### src/rtl/passcode_if.sv
// Keypad request lines and lock status for passcode_ctrl.
// The master side drives button, enter, clear and prog_req; the slave side reports status.
interface passcode_if #(
  parameter int NUM_BTNS = 6,
  parameter int CNT_W    = 3
);
  logic [NUM_BTNS-1:0] btn;
  logic                enter;
  logic                clear;
  logic                prog_req;
  logic                unlocked;
  logic                locked_out;
  logic                fail;
  logic                prog_ok;
  logic                prog_err;
  logic [CNT_W-1:0]    digit_cnt;
  logic [2:0]          state;

  modport master (
    output btn, enter, clear, prog_req,
    input  unlocked, locked_out, fail, prog_ok, prog_err, digit_cnt, state
  );

  modport slave (
    input  btn, enter, clear, prog_req,
    output unlocked, locked_out, fail, prog_ok, prog_err, digit_cnt, state
  );
endinterface

### src/rtl/passcode_ctrl.sv
// Keypad passcode controller: variable-length code check, double-entry reprogramming,
// inactivity timeout and lockout after repeated failures.
module passcode_ctrl #(
  parameter int                         NUM_BTNS       = 6,
  parameter int                         DW             = 4,
  parameter int                         DIGITS_MIN     = 4,
  parameter int                         DIGITS_MAX     = 6,
  parameter logic [DIGITS_MAX*DW-1:0]   DEFAULT_CODE   = 24'h121212,
  parameter int                         DEFAULT_LEN    = 6,
  parameter int                         MAX_FAILS      = 3,
  parameter int                         LOCKOUT_CYCLES = 50_000_000,
  parameter int                         TIMEOUT_CYCLES = 100_000_000,
  parameter int                         OPEN_CYCLES    = 250_000_000
) (
  input  logic       clk,
  input  logic       rst,
  passcode_if.slave  bus
);
  typedef enum logic [2:0] {
    S_IDLE  = 3'd0,
    S_ENTER = 3'd1,
    S_OPEN  = 3'd2,
    S_NEW1  = 3'd3,
    S_NEW2  = 3'd4,
    S_LOCK  = 3'd5
  } state_t;

  localparam int CW   = $clog2(DIGITS_MAX + 1);
  localparam int FW   = $clog2(MAX_FAILS + 1);
  localparam int TMAX = (OPEN_CYCLES > TIMEOUT_CYCLES)
                      ? ((OPEN_CYCLES > LOCKOUT_CYCLES) ? OPEN_CYCLES : LOCKOUT_CYCLES)
                      : ((TIMEOUT_CYCLES > LOCKOUT_CYCLES) ? TIMEOUT_CYCLES : LOCKOUT_CYCLES);
  localparam int TW   = $clog2(TMAX + 1);

  localparam logic [TW-1:0] L_OPEN = TW'(OPEN_CYCLES - 1);
  localparam logic [TW-1:0] L_LOCK = TW'(LOCKOUT_CYCLES - 1);
  localparam logic [TW-1:0] L_TO   = TW'(TIMEOUT_CYCLES - 1);
  localparam logic [CW-1:0] C_MIN  = CW'(DIGITS_MIN);
  localparam logic [CW-1:0] C_MAX  = CW'(DIGITS_MAX);
  localparam logic [FW-1:0] F_MAX  = FW'(MAX_FAILS);

  state_t        r_state, w_state_nx;
  logic [DW-1:0] r_buf  [DIGITS_MAX];
  logic [DW-1:0] r_buf2 [DIGITS_MAX];
  logic [DW-1:0] r_code [DIGITS_MAX];
  logic [CW-1:0] r_cnt, r_len2, r_len;
  logic [FW-1:0] r_fcnt, w_fcnt_nx;
  logic [TW-1:0] r_tmr;
  logic          r_fail, r_prog_ok, r_prog_err, r_unlocked, r_locked;

  logic [DW-1:0] w_dig;
  logic          w_press, w_act, w_entry_st, w_tmr_done;
  logic          w_match_code, w_match_buf2, w_len_ok;
  logic          w_take_dig, w_clr_buf, w_copy2, w_store;
  logic          w_fail, w_pok, w_perr;

  // Lowest-index pressed button wins; button k means digit k+1.
  always_comb begin
    w_dig = '0;
    for (int i = NUM_BTNS - 1; i >= 0; i--)
      if (bus.btn[i]) w_dig = DW'(i + 1);
  end

  assign w_press    = |bus.btn;
  assign w_act      = w_press | bus.enter | bus.clear;
  assign w_entry_st = (r_state == S_ENTER) || (r_state == S_NEW1) || (r_state == S_NEW2);
  assign w_len_ok   = (r_cnt >= C_MIN) && (r_cnt <= C_MAX);

  // Slots past the digit count are always zero, so whole-array compares are exact.
  always_comb begin
    w_match_code = (r_cnt == r_len);
    w_match_buf2 = (r_cnt == r_len2);
    for (int i = 0; i < DIGITS_MAX; i++) begin
      if (r_buf[i] != r_code[i]) w_match_code = 1'b0;
      if (r_buf[i] != r_buf2[i]) w_match_buf2 = 1'b0;
    end
  end

  always_comb begin
    case (r_state)
      S_OPEN:  w_tmr_done = (r_tmr == L_OPEN);
      S_LOCK:  w_tmr_done = (r_tmr == L_LOCK);
      default: w_tmr_done = (r_tmr == L_TO);
    endcase
  end

  always_ff @(posedge clk or posedge rst) begin
    if (rst) r_state <= S_IDLE;
    else     r_state <= w_state_nx;
  end

  always_comb begin
    w_state_nx = r_state;
    w_fcnt_nx  = r_fcnt;
    w_take_dig = 1'b0;
    w_clr_buf  = 1'b0;
    w_copy2    = 1'b0;
    w_store    = 1'b0;
    w_fail     = 1'b0;
    w_pok      = 1'b0;
    w_perr     = 1'b0;
    unique case (r_state)
      S_IDLE: begin
        if (w_press) begin
          w_take_dig = 1'b1;
          w_state_nx = S_ENTER;
        end
      end
      S_ENTER: begin
        if (bus.clear) begin
          w_clr_buf  = 1'b1;
          w_state_nx = S_IDLE;
        end else if (bus.enter) begin
          w_clr_buf = 1'b1;
          if (w_match_code) begin
            w_fcnt_nx  = '0;
            w_state_nx = S_OPEN;
          end else begin
            w_fail     = 1'b1;
            w_fcnt_nx  = r_fcnt + 1'b1;
            w_state_nx = ((r_fcnt + 1'b1) == F_MAX) ? S_LOCK : S_IDLE;
          end
        end else if (w_press) begin
          w_take_dig = 1'b1;
        end else if (w_tmr_done) begin
          w_clr_buf  = 1'b1;
          w_state_nx = S_IDLE;
        end
      end
      S_OPEN: begin
        if (bus.clear)          w_state_nx = S_IDLE;
        else if (bus.prog_req)  w_state_nx = S_NEW1;
        else if (w_tmr_done)    w_state_nx = S_IDLE;
      end
      S_NEW1, S_NEW2: begin
        if (bus.clear) begin
          w_clr_buf  = 1'b1;
          w_state_nx = S_OPEN;
        end else if (bus.enter) begin
          w_clr_buf = 1'b1;
          if (r_state == S_NEW1) begin
            w_copy2    = w_len_ok;
            w_perr     = !w_len_ok;
            w_state_nx = w_len_ok ? S_NEW2 : S_OPEN;
          end else begin
            w_store    = w_match_buf2;
            w_pok      = w_match_buf2;
            w_perr     = !w_match_buf2;
            w_state_nx = w_match_buf2 ? S_IDLE : S_OPEN;
          end
        end else if (w_press) begin
          w_take_dig = 1'b1;
        end else if (w_tmr_done) begin
          w_clr_buf  = 1'b1;
          w_state_nx = S_IDLE;
        end
      end
      S_LOCK: begin
        if (w_tmr_done) begin
          w_fcnt_nx  = '0;
          w_state_nx = S_IDLE;
        end
      end
      default: w_state_nx = S_IDLE;
    endcase
  end

  // One timer serves OPEN hold, LOCK hold and entry inactivity; it restarts on every state change.
  always_ff @(posedge clk or posedge rst) begin
    if (rst) begin
      r_cnt      <= '0;
      r_len2     <= '0;
      r_len      <= CW'(DEFAULT_LEN);
      r_fcnt     <= '0;
      r_tmr      <= '0;
      r_fail     <= 1'b0;
      r_prog_ok  <= 1'b0;
      r_prog_err <= 1'b0;
      r_unlocked <= 1'b0;
      r_locked   <= 1'b0;
      for (int i = 0; i < DIGITS_MAX; i++) begin
        r_buf[i]  <= '0;
        r_buf2[i] <= '0;
        r_code[i] <= DEFAULT_CODE[(DIGITS_MAX-1-i)*DW +: DW];
      end
    end else begin
      r_fcnt     <= w_fcnt_nx;
      r_fail     <= w_fail;
      r_prog_ok  <= w_pok;
      r_prog_err <= w_perr;
      r_unlocked <= (w_state_nx == S_OPEN);
      r_locked   <= (w_state_nx == S_LOCK);
      if ((w_state_nx != r_state) || (w_act && w_entry_st)) r_tmr <= '0;
      else                                                  r_tmr <= r_tmr + 1'b1;
      if (w_clr_buf) begin
        r_cnt <= '0;
        for (int i = 0; i < DIGITS_MAX; i++) r_buf[i] <= '0;
      end else if (w_take_dig && (r_cnt < C_MAX)) begin
        r_buf[r_cnt] <= w_dig;
        r_cnt        <= r_cnt + 1'b1;
      end
      if (w_copy2) begin
        r_buf2 <= r_buf;
        r_len2 <= r_cnt;
      end
      if (w_store) begin
        r_code <= r_buf2;
        r_len  <= r_len2;
      end
    end
  end

  assign bus.unlocked   = r_unlocked;
  assign bus.locked_out = r_locked;
  assign bus.fail       = r_fail;
  assign bus.prog_ok    = r_prog_ok;
  assign bus.prog_err   = r_prog_err;
  assign bus.digit_cnt  = r_cnt;
  assign bus.state      = r_state;
endmodule

### src/flat_wrapper.sv
// flat-port wrapper written by rule: the top's interface ports become plain ports
module passcode_ctrl_flat 
#(
  parameter int                         NUM_BTNS       = 6,
  parameter int                         DW             = 4,
  parameter int                         DIGITS_MIN     = 4,
  parameter int                         DIGITS_MAX     = 6,
  parameter logic [DIGITS_MAX*DW-1:0]   DEFAULT_CODE   = 24'h121212,
  parameter int                         DEFAULT_LEN    = 6,
  parameter int                         MAX_FAILS      = 3,
  parameter int                         LOCKOUT_CYCLES = 50_000_000,
  parameter int                         TIMEOUT_CYCLES = 100_000_000,
  parameter int                         OPEN_CYCLES    = 250_000_000
)
  (clk, rst, bus_btn, bus_enter, bus_clear, bus_prog_req, bus_unlocked, bus_locked_out, bus_fail, bus_prog_ok, bus_prog_err, bus_digit_cnt, bus_state);
  passcode_if #(.NUM_BTNS(NUM_BTNS), .CNT_W(3)) bus_i ();
  input  logic clk;
  input  logic rst;
  input wire logic [$bits(bus_i.btn)-1:0] bus_btn;
  input wire logic [$bits(bus_i.enter)-1:0] bus_enter;
  input wire logic [$bits(bus_i.clear)-1:0] bus_clear;
  input wire logic [$bits(bus_i.prog_req)-1:0] bus_prog_req;
  output wire logic [$bits(bus_i.unlocked)-1:0] bus_unlocked;
  output wire logic [$bits(bus_i.locked_out)-1:0] bus_locked_out;
  output wire logic [$bits(bus_i.fail)-1:0] bus_fail;
  output wire logic [$bits(bus_i.prog_ok)-1:0] bus_prog_ok;
  output wire logic [$bits(bus_i.prog_err)-1:0] bus_prog_err;
  output wire logic [$bits(bus_i.digit_cnt)-1:0] bus_digit_cnt;
  output wire logic [$bits(bus_i.state)-1:0] bus_state;
  assign bus_i.btn = bus_btn;
  assign bus_i.enter = bus_enter;
  assign bus_i.clear = bus_clear;
  assign bus_i.prog_req = bus_prog_req;
  assign bus_unlocked = bus_i.unlocked;
  assign bus_locked_out = bus_i.locked_out;
  assign bus_fail = bus_i.fail;
  assign bus_prog_ok = bus_i.prog_ok;
  assign bus_prog_err = bus_i.prog_err;
  assign bus_digit_cnt = bus_i.digit_cnt;
  assign bus_state = bus_i.state;
  passcode_ctrl #(.NUM_BTNS(NUM_BTNS), .DW(DW), .DIGITS_MIN(DIGITS_MIN), .DIGITS_MAX(DIGITS_MAX), .DEFAULT_CODE(DEFAULT_CODE), .DEFAULT_LEN(DEFAULT_LEN), .MAX_FAILS(MAX_FAILS), .LOCKOUT_CYCLES(LOCKOUT_CYCLES), .TIMEOUT_CYCLES(TIMEOUT_CYCLES), .OPEN_CYCLES(OPEN_CYCLES)) u_core (.clk(clk), .rst(rst), .bus(bus_i));
endmodule
### config.mk
export PLATFORM = sky130hd
export DESIGN_NAME = passcode_ctrl_flat
export DESIGN_NICKNAME = d
export VERILOG_FILES = /design/src/rtl/passcode_if.sv /design/src/rtl/passcode_ctrl.sv /design/src/flat_wrapper.sv
export SDC_FILE = /design/constraint.sdc
export NUM_CORES = 1
export LEC_CHECK = 0
export CAP_MARGIN = 15
export CORE_AREA = 2 2 100 102
export DETAILED_ROUTE_END_ITERATION = 12
export DIE_AREA = 0 0 102 104
export PLACE_DENSITY = 0.84
export SLEW_MARGIN = 0
export SYNTH_ARGS = -nofsm -noshare
export SYNTH_HDL_FRONTEND = slang
export SYNTH_SLANG_ARGS = --single-unit
### constraint.sdc
create_clock -name clk -period 3.6 [get_ports clk]
set_clock_uncertainty 0.05 [all_clocks]
set_input_delay 0.36 -clock clk [delete_from_list [all_inputs] [get_ports clk]]
set_output_delay 0.36 -clock clk [all_outputs]
set_load 0.05 [all_outputs]
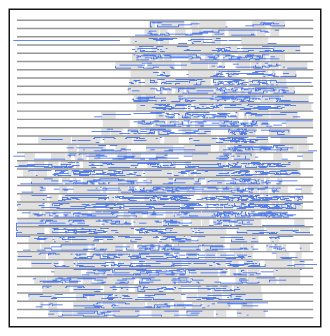
Figure 1: run 1, the metal 1 layer.
Supply wires on this layer in grey. Cells faint in the background.
- share of all routed wire: 45%
- main direction: horizontal
- nets with wire on the layer: 507
- wire length on this layer: 5180 µm
met1 Usage GRT: 0.338
total number of vias: 4008
Post-Route WL: 11.6 mm

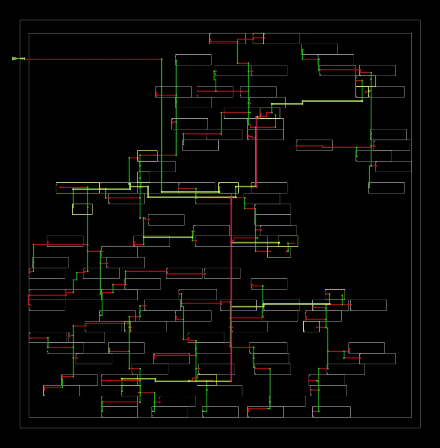
Figure 2: run 1, the clock network.
clk_buf instances: 10
Flops: 101
clk sinks: 101
P_clk: 0.753 mW

==> impl_metrics.env, run 1 <==
# implementation run metrics
export IMPL_outcome="complete, no violations"
export IMPL_clk_pin_slew_ps=110
export IMPL_setup_violations=0
export IMPL_power_frac_comb=0.405
export IMPL_critPathCapture="u_core.r_tmr[5]"
export IMPL_r2r_start="u_core.bus.state[2]"
export IMPL_cp_required_ps=3800
export IMPL_grt_met3_usage=0.0598
export IMPL_synthSimpleGateAreaFrac=0.159
export IMPL_synth_seq_share=0.458
export IMPL_fp_utilization=0.580
export IMPL_rr_endpoint="u_core.r_tmr[5]"
export IMPL_grt_pass1_wl_mm=20.0
export IMPL_rows=36
export IMPL_cts_resized=0
export IMPL_max_cap_violations=0
export IMPL_dieHeight_um=104
export IMPL_worstPathCellList="nand3b_1 -> a2111oi_1 -> o211ai_1 -> nor4_4 -> a32o_1 -> a311o_1 -> buf_4 -> a211oi_1"
export IMPL_yosysMostFrequentCell="dfrtp_1"
export IMPL_syn_avg_cell_area_um2=11.0
export IMPL_nNetsFinal=543
export IMPL_gr_usage_all_layers=0.239
export IMPL_top_register="u_core.r_tmr"
export IMPL_drcViolationCount=0
export IMPL_core_area_um2=9550
export IMPL_finalSetupTns_ps=0
export IMPL_timing_hold_ws_ps=385
export IMPL_cts_tree="yes"
export IMPL_ys_types=62
export IMPL_crit_start="u_core.bus.state[2]"
export IMPL_drive_gt1_frac=0.205
export IMPL_synth_cells=503
export IMPL_switching_share=0.422
export IMPL_slew_violations=0
export IMPL_hold_path_class="input port to asynchronous set/reset pin"
export IMPL_numPortBuffers=21
export IMPL_die_w_um=102
export IMPL_crit_slowest_cell="dfrtp_1"
export IMPL_lay_top_count="dfrtp_1"
export IMPL_fa_ha_area_frac=0.00904
export IMPL_timing_fmax_ghz=0.297
export IMPL_cp_arrival_ps=3570
export IMPL_fp_nets=518
export IMPL_grt_pass1_vias=4054
export IMPL_xor_share=0.111
export IMPL_critPathLaunchType="flip-flop"
export IMPL_route_met3_wl_um=626
export IMPL_antenna_left=0
export IMPL_criticalPathCategory="flip-flop to flip-flop"
export IMPL_cp_end_kind="flip-flop"
export IMPL_p_switching_mw=1.50
export IMPL_largest_reg_flops=28
export IMPL_synthFlopType="dfrtp_1"
export IMPL_cts_setup_buffers=0
export IMPL_htree_levels=3
export IMPL_worst_r2r_path_depth=8
export IMPL_crit_family="AND-OR/OR-AND gates"
export IMPL_ys_sh_mux=0.114
export IMPL_leakage_nw=2.66
export IMPL_top_cell_area_share=0.420
export IMPL_yosys_area_top_type="dfrtp_1"
export IMPL_cp_num_cells=8
export IMPL_fin_crit_sh=0.936
export IMPL_ios=22
export IMPL_yosysChipArea_um2=5540
export IMPL_slew_headroom=0.515
export IMPL_use_met2=0.363
export IMPL_synth_edff_count=0
export IMPL_grt_max_degree=102
export IMPL_drt_iter0_markers=327
export IMPL_ys_warn_count=0
export IMPL_lay_top_cells="dfrtp_1 (93), nor2_1 (42), mux2_2 (39)"
export IMPL_synthArstFlopShare=1.00
export IMPL_power_leader="combinational cells"
export IMPL_cts_buffer_depth=2
export IMPL_antenna_found_initial=0
export IMPL_routabilityCongestion=0.893
export IMPL_seqPwrFrac=0.383
export IMPL_crit_path_max_incr_delay_ps=650
export IMPL_wire_per_inst_um=17.5
export IMPL_synth_flops=101
export IMPL_top_cells_by_area="dfrtp_1 (42%), mux2_2 (7.9%), xor2_1 (5.7%)"
export IMPL_ys_top_cells_by_count="dfrtp_1 (93), nor2_1 (42), mux2_2 (39)"
export IMPL_ctsHoldBuffers=0
export IMPL_numCtsBuffers=9
export IMPL_worstPathMaxFanout=28
export IMPL_tightest_slew_ps=721
export IMPL_ys_cells=503
export IMPL_synth_area_um2=5540
export IMPL_dp_hpwl_mm=8.15
export IMPL_avgViaCountPerCell=6.02
export IMPL_rsz0062_at_grt="no"
export IMPL_ir_drop_mv=0.520
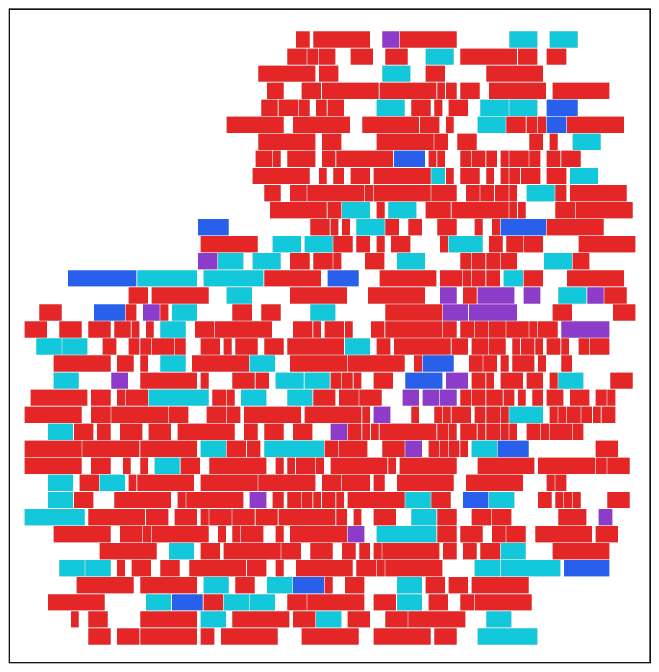
Figure 3: run 1, cells by drive strength.
- drive 2: cyan (cells 73; share 14%; most used mux2_2)
- drive 3 to 4: purple (cells 21; share 3.9%; most used buf_4)
- drive 6 and up: blue (cells 15; share 2.8%; most used clkbuf_8)
- drive 1 or less: red (cells 424; share 80%; most used dfrtp_1)
Area growth syn-to-layout: 10.5%
worst setup margin: 230 ps
non-clock buffer count: 36
Final Cell Area: 6110 µm²

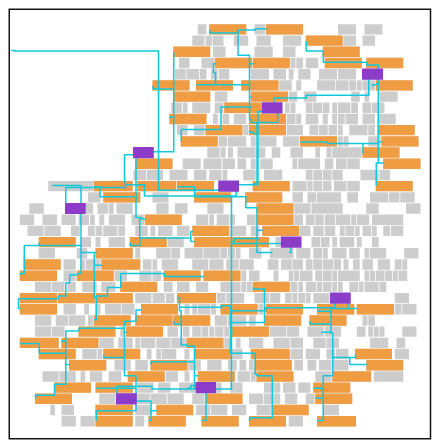
Figure 4: run 1, clock wires, drivers and flops.
- flip-flops: orange (count 101)
- cells driving clock nets: purple (count 9)
- clock wires: cyan (length 1130 µm)
- flops lie: spread over the die
- routed clock nets: 10
Latency at later pin: 390 ps
clock group share of total power: 0.213

-- run 1: area by class of cell --
class                           count  area [µm²]  area share
Tap cell                          133         166      0.0272
Multi-Input combinational cell    364        2790       0.456
Inverter                           16        62.6      0.0102
Sequential cell                   101        2540       0.415
Clock buffer                       10         128      0.0209
Timing Repair Buffer               36         348      0.0569
Clock inverter                      6        82.6      0.0135
-- run 1: worst reg2reg max path, cell delays in order (launching register included) --
cell       delay [ps]
dfrtp_1           650
nand3b_1          320
a2111oi_1         590
o211ai_1          250
nor4_4            440
a32o_1            240
a311o_1           180
buf_4             370
a211oi_1          160
-- run 1: metrics by stage --
stage	utilization	area [µm²]
6_report	0.640	6110
3_3_place_gp	0.618	5900
5_1_grt	0.640	6110
3_5_place_dp	0.618	5900
4_1_cts	0.640	6110
2_1_floorplan	-	5540
Figure 5. Placement by cell class (run 1).
The bar under the picture is 20 µm long.
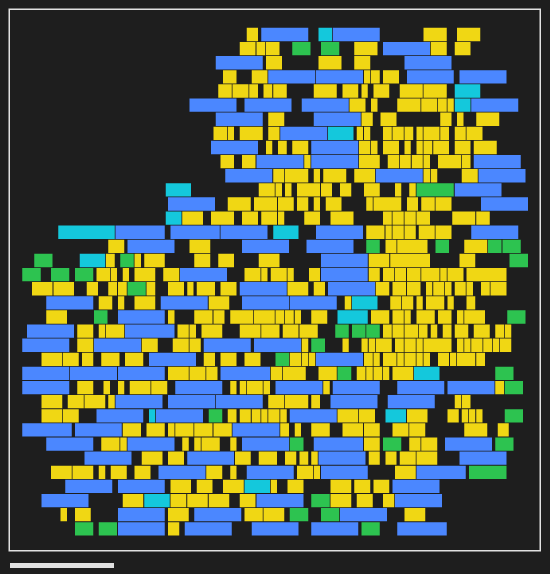

## Run 2: what changed since run 1
- GPL_TIMING_DRIVEN: default -> 0
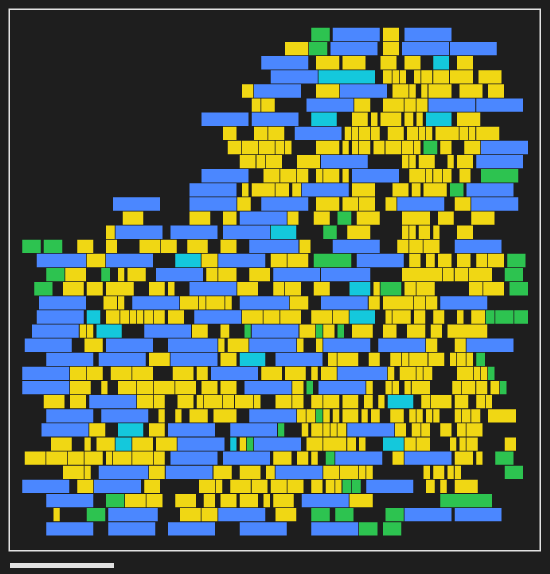
Figure 6: run 2, placement by cell class.
The bar under the picture is 20 µm long.
- other buffers and delay cells: green (cells 43; share of their area 6.2%)
- all other logic: yellow (cells 380; share of their area 48%)
- clock drivers and dummy loads: cyan (cells 16; share of their area 3.4%)
- flip-flops: blue (cells 101; share of their area 42%)
row count: 36
Seq/total area: 0.413
Final Cell Area: 6140 µm²
Core ar.: 9550 µm²

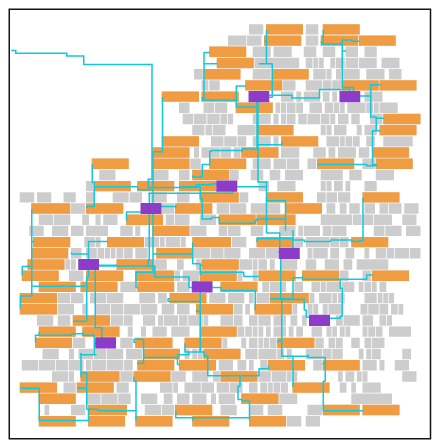
Figure 7: run 2, clock wires, drivers and flops.
- cells driving clock nets: purple (count 9)
- flip-flops: orange (count 101)
- clock wires: cyan (length 1110 µm)
- routed clock nets: 10
clock group share of total power: 0.206
Latency at later pin: 380 ps
P_clk: 0.748 mW

==> run 2 against run 1 <==
Net effect:
- non-clock buffer count increased by 7
- clock power is 0.7% lower
- global-route usage rose by 0.48 points
- die size unchanged
- total power rose by 2.8%
==> impl_metrics.env, run 2 <==
# implementation run metrics
export IMPL_synth_edff_count=0
export IMPL_rsz0062_at_grt="no"
export IMPL_drt_iter0_markers=261
export IMPL_numCtsBuffers=9
export IMPL_nNonClkInverters=16
export IMPL_antenna_left=0
export IMPL_syn_avg_cell_area_um2=11.0
export IMPL_ys_sh_mux=0.114
export IMPL_seq_area_um2=2540
export IMPL_ys_types=62
export IMPL_logic_family="simple AND/OR/NAND/NOR gates"
export IMPL_fin_crit_sh=0.924
export IMPL_gr_usage_all_layers=0.244
export IMPL_setup_slack_ps=274
export IMPL_timing_hold_ws_ps=304
export IMPL_ys_warn_count=0
export IMPL_yosys_area_top_type="dfrtp_1"
export IMPL_nNetsFinal=550
export IMPL_fa_ha_area_frac=0.00904
export IMPL_synthFlopType="dfrtp_1"
export IMPL_seq_power_mw=1.31
export IMPL_cts_tree="yes"
export IMPL_timing_fmax_ghz=0.301
export IMPL_outcome="complete, no violations"
export IMPL_fin_crit_ps=3330
export IMPL_clkCellAreaFrac=0.0334
export IMPL_switching_share=0.419
export IMPL_drt_wl_total_mm=12.1
export IMPL_cp_arrival_ps=3510
export IMPL_synthSimpleGateAreaFrac=0.159
export IMPL_crit_family="simple AND/OR/NAND/NOR gates"
export IMPL_synth_area_um2=5540
export IMPL_num_nonclk_buffers=43
export IMPL_placed_area_um2=5930
export IMPL_top_cells_by_area="dfrtp_1 (42%), mux2_2 (7.9%), xor2_1 (5.7%)"
export IMPL_ys_top_cells_by_count="dfrtp_1 (93), nor2_1 (42), mux2_2 (39)"
export IMPL_yosysChipArea_um2=5540
export IMPL_sh_comb_area=0.456
export IMPL_top_register="u_core.r_tmr"
export IMPL_ys_sh_aoi=0.112
export IMPL_largest_reg_flops=28
export IMPL_synth_seq_share=0.458
export IMPL_finalSetupTns_ps=0
export IMPL_warning_count=27
export IMPL_worstPathMaxFanout=10
export IMPL_grt_max_degree=69
export IMPL_crit_slowest_cell="nor4b_2"
export IMPL_synth_cells=503
export IMPL_cts_setup_buffers=0
export IMPL_layout_comb_gates_multi_input=364
export IMPL_chipArea_um2=10600
export IMPL_cp_end_kind="flip-flop"
export IMPL_leakage_nw=2.67
export IMPL_cts_sinks=101
export IMPL_xor_share=0.111
export IMPL_tap_cells=133
export IMPL_fin_util=0.643
export IMPL_yosysMostFrequentCell="dfrtp_1"
export IMPL_antenna_found_initial=0
export IMPL_p_switching_mw=1.52
export IMPL_criticalPathCategory="input port to flip-flop"
export IMPL_post_place_ws_ps=-15.2
export IMPL_worst_path_buf_inv=2
export IMPL_slew_violations=0
export IMPL_clk_pin_slew_ps=100
export IMPL_lay_top_count="dfrtp_1"
export IMPL_cp_required_ps=3790
export IMPL_grt_pass1_wl_mm=20.1
export IMPL_hold_path_class="input port to asynchronous set/reset pin"
export IMPL_ctsHoldBuffers=0
export IMPL_root_buffer="clkbuf_8"
export IMPL_final_comb_area_um2=2800
export IMPL_antenna_cells=0
export IMPL_area_share_nonclk_buffers=0.0603
export IMPL_design_seq_count=101
export IMPL_fp_nets=518
export IMPL_stdcell_count=673
export IMPL_dieHeight_um=104
export IMPL_critPathLaunchType="input port"
export IMPL_setup_violations=0
export IMPL_crit_path_max_incr_delay_ps=800
export IMPL_p_per_area_nw_per_um2=593
export IMPL_synthArstFlopShare=1.00
export IMPL_firstDrtPassIters=4
export IMPL_top_cell_area_share=0.420
export IMPL_drive_gt1_frac=0.204
export IMPL_routabilityCongestion=0.872
export IMPL_seqPwrFrac=0.360
export IMPL_wire_per_inst_um=18.1
export IMPL_lay_top_cells="dfrtp_1 (93), nor2_1 (42), mux2_2 (39)"
export IMPL_ios=22
export IMPL_power_frac_comb=0.435
export IMPL_cts_buffer_depth=2
export IMPL_die_w_um=102
export IMPL_tightest_slew_ps=1140
export IMPL_nClkBuffers=10
export IMPL_dp_cells=656
export IMPL_num_vias=4022
export IMPL_drcViolationCount=0
export IMPL_final_hold_viol_count=0
export IMPL_htree_levels=3
export IMPL_slew_headroom=0.233
export IMPL_dp_hpwl_mm=8.87
export IMPL_cts_resized=0
export IMPL_synth_flops=101
export IMPL_power_leader="combinational cells"
export IMPL_avgViaCountPerCell=5.98
export IMPL_grt_pass1_vias=4070
export IMPL_dominant_cells="logic gates"
export IMPL_numPortBuffers=19
export IMPL_area_growth_pct=10.9
export IMPL_fp_utilization=0.580
export IMPL_ys_cells=503
export IMPL_worstPathCellList="clkdlybuf4s50_1 -> nor3_1 -> nor4b_2 -> nand2_1 -> nor4_1 -> nor3_1 -> a21oi_1 -> clkbuf_1 -> nor2_1"
export IMPL_max_cap_violations=0
export IMPL_ir_drop_mv=0.365
run 2: final timing paths:
check                                 endpoint               startpoint  cells after the start  slack (ps)
min                        u_core.bus.state[2]                      rst                      2         300
min in group clk              u_core.r_fcnt[0]         u_core.r_fcnt[0]                      1         420
max in group asynchronous    u_core.r_code[17]                      rst                      3        2490
min reg2reg                   u_core.r_fcnt[0]         u_core.r_fcnt[0]                      1         420
max reg2reg                   u_core.r_tmr[15]  u_core.bus.digit_cnt[2]                      9         360
max                           u_core.r_buf[14]               bus_btn[3]                      9         270
run 2: metal layers:
metal / track usage / part of all wire / routed length [µm]
met5: 0 / 0 / 0
met4: 0.0857 / 0.018 / 219
met1: 0.324 / 0.44 / 5290
met2: 0.386 / 0.50 / 6050
met3: 0.0625 / 0.048 / 584
Power and IR drop assume default switching activity.
